==> config.mk <==
export PLATFORM = sky130hd
export DESIGN_NAME = hazard_fwd_unit
export DESIGN_NICKNAME = d
export VERILOG_FILES = /design/src/rtl/hazard_fwd_unit.sv
export SDC_FILE = /design/constraint.sdc
export NUM_CORES = 1
export LEC_CHECK = 0
export CAP_MARGIN = 20
export CORE_ASPECT_RATIO = 1.1
export CORE_MARGIN = 2
export CORE_UTILIZATION = 44
export DETAILED_ROUTE_END_ITERATION = 10
export PLACE_DENSITY = 0.82
export RECOVER_POWER = 50
export SETUP_SLACK_MARGIN = 0.3
export SLEW_MARGIN = 25
export SYNTH_ARGS = -nofsm -noshare
export SYNTH_HDL_FRONTEND = slang
export SYNTH_SLANG_ARGS = --single-unit
==> constraint.sdc <==
create_clock -name CLK -period 2.9 [get_ports CLK]
set_clock_uncertainty 0.05 [all_clocks]
set_input_delay 0.58 -clock CLK [delete_from_list [all_inputs] [get_ports CLK]]
set_output_delay 0.58 -clock CLK [all_outputs]
set_load 0.005 [all_outputs]
logic_types.png
Scale bar: 20 um.
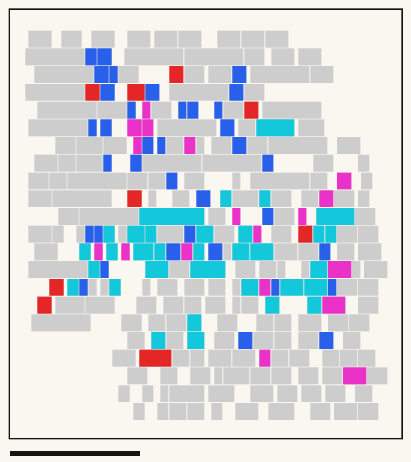
legend:
  inverting AOI/OAI gates:
    colour: cyan
    cells: 33
  NAND gates:
    colour: blue
    cells: 36
  AND and OR gates:
    colour: red
    cells: 9
  NOR gates:
    colour: magenta
    cells: 18
Comb/total area: 40.51%
non-filler cells in the finished layout: 315
commonest non-fill, non-tap cell in the layout: buf_4

detail.png
Scale bar: 10 um. Region (18, 7) to (43, 32) um. Cells in grey, sequential cells in the stronger grey; small squares are vias.
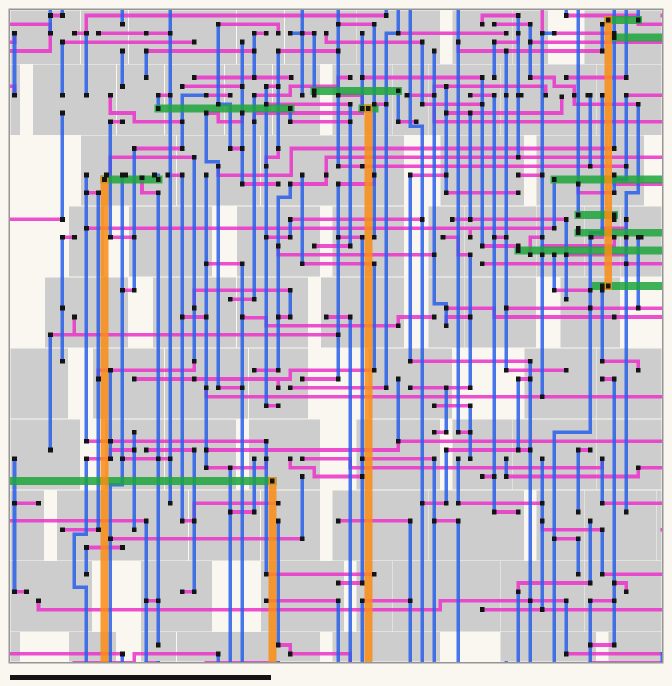
legend:
  metal 4:
    colour: orange
  metal 3:
    colour: green
  metal 2:
    colour: blue
  metal 1:
    colour: magenta
cells with their middle in the window: 69
most frequent: buf_4 (13), xor2_1 (8), dlygate4sd2_1 (7)
sequential cells in the window: 0

clk_routes.png
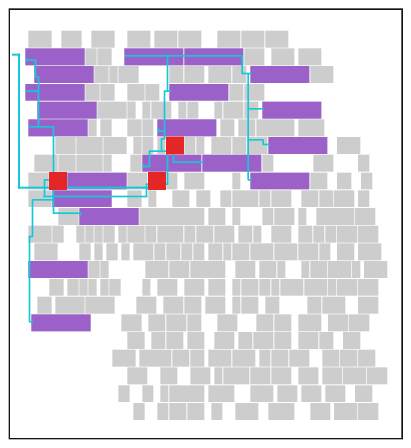
legend:
  clock wires:
    colour: cyan
    length: 210 um
  clock drivers:
    colour: red
    count: 3
  flip-flops:
    colour: purple
    count: 20
routed clock nets: 4
insertion delay to the later sink of the worst-skew pair: 0.29 ns
Power Clock: 0.122 mW

==> tab_implementation.tex <==
% Generated from flow reports
\begin{tabular}{lr}
\hline
Metric & Value \\
\hline
\multicolumn{2}{l}{\textbf{Timing}} \\
\quad RSZ-0062 raised after global routing & yes \\
\quad Upper clock frequency limit & between 300 and 400 MHz \\
\quad Endpoints failing setup & 0 \\
\quad Worst slew margin relative to its limit & between 40 and 50\% \\
\multicolumn{2}{l}{\textbf{Logic synthesis}} \\
\quad Number of flops mapped to enable cells by yosys & 0 \\
\quad Commonest register cell after synthesis & dfrtp\_1 \\
\quad Area share of xor/xnor cells in the synthesized design & $\sim$20\% \\
\quad Top area cells in the synthesized netlist & dfrtp\_1 33\%, xnor2\_1 12\%, xor2\_1 8.6\%, nand4\_1 4.9\%, inv\_1 3.7\% \\
\quad Share of async-settable or async-resettable flops after synthesis & 100.0\% \\
\quad Combined area of all synthesized cells & 1521 um\^{}2 \\
\quad Yosys warns & 0 \\
\quad Area fraction in compound gates after synthesis & 15.79\% \\
\quad Average cell area after synthesis & between 8 and 9 um\^{}2 \\
\quad Chip area estimate from yosys synthesis & 1521 um\^{}2 \\
\quad Share of synthesized cell area in and, or, nand and nor gates & 21.55\% \\
\quad Flops out of synthesis & 20 \\
\multicolumn{2}{l}{\textbf{Place}} \\
\quad Estimated wirelength of the detail-placed design & 3.514 mm \\
\multicolumn{2}{l}{\textbf{Detailed routing}} \\
\quad Uppermost layer routed & met4 \\
\quad Number of DRC violations after detailed-routing iteration 0 & approximately 110 \\
\quad First-pass detailed-route iteration total & 6 \\
\quad Post-DR vias/cell & 5.305 \\
\quad Antenna violation net count after detailed routing & 0 \\
\multicolumn{2}{l}{\textbf{Worst setup path}} \\
\quad Type of origin of the critical path & primary input \\
\quad Slowest cell on crit path & or4b\_4 \\
\quad Number of buffer and inverter instances along the worst setup path & 4 \\
\quad CP max FO & 3 \\
\quad R2R Setup Slk & between 0.6 and 0.7 ns \\
\quad Endpoint kind of the worst setup timing path & output pin \\
\quad Required time at the endpoint of the critical path & 2.27 ns \\
\quad Critical path depth in cells & 8 \\
\multicolumn{2}{l}{\textbf{Worst hold path}} \\
\quad Path category of the worst min-delay check & flop to flop \\
\multicolumn{2}{l}{\textbf{GRT}} \\
\quad Wire length of the first global-routing pass & 7.431 mm \\
\quad GR Util met3 & 4.331\% \\
\multicolumn{2}{l}{\textbf{Cells and area}} \\
\quad Final nets & 306 \\
\quad Leading cell types in the layout, fill and taps excluded & 27 x buf\_4, 20 x dfrtp\_1, 20 x xnor2\_1, 20 x dlygate4sd2\_1, 15 x xor2\_1 \\
\quad Layout Area Growth over Synthesis & 58.55\% \\
\multicolumn{2}{l}{\textbf{Power and ir drop}} \\
\quad Clock power frac & 19.2\% \\
\quad Net switching power & 0.1806 mW \\
\quad Standby leakage power & 1.087 nW \\
\quad Biggest consumer & sequential cells \\
\quad Total design power & 0.6348 mW \\
\multicolumn{2}{l}{\textbf{CTS}} \\
\quad Setup repair bufs after CTS & 6 \\
\quad Clock buffers created by TritonCTS & 3 \\
\quad Clock tree from TritonCTS & built \\
\multicolumn{2}{l}{\textbf{Floorplanning}} \\
\quad IO Count & around 60 \\
\quad Die width & 60.07 um \\
\quad Overall die height & 65.68 um \\
\quad Std-Cell Rows & 22 \\
\multicolumn{2}{l}{\textbf{Status}} \\
\quad Status & finished, final reports clean \\
\hline
\end{tabular}
## Yosys cell counts, types with 3 or more instances
| master | count |
|---|---|
| nand4_1 | 12 |
| xnor2_1 | 20 |
| and2_1 | 3 |
| nor2_1 | 7 |
| xor2_1 | 15 |
| a21oi_1 | 6 |
| inv_1 | 15 |
| o211ai_1 | 5 |
| ha_1 | 3 |
| dfrtp_1 | 20 |
| a222oi_1 | 4 |
| nand2_1 | 14 |
| nor3_1 | 8 |
| o21ai_0 | 8 |
| nand3_1 | 10 |
| o22ai_1 | 5 |
| and3_1 | 4 |
## cell type report
type | count | area, um^2
Clock buffer | 3 | 22.52
Fill cell | 261 | 918.4
Inverter | 15 | 58.81
Multi-Input combinational cell | 136 | 977.2
Sequential cell | 20 | 500.5
Tap cell | 48 | 60.06
Timing Repair Buffer | 93 | 793.3
Power figures rest on the tool's default switching activity, not on a simulated workload.
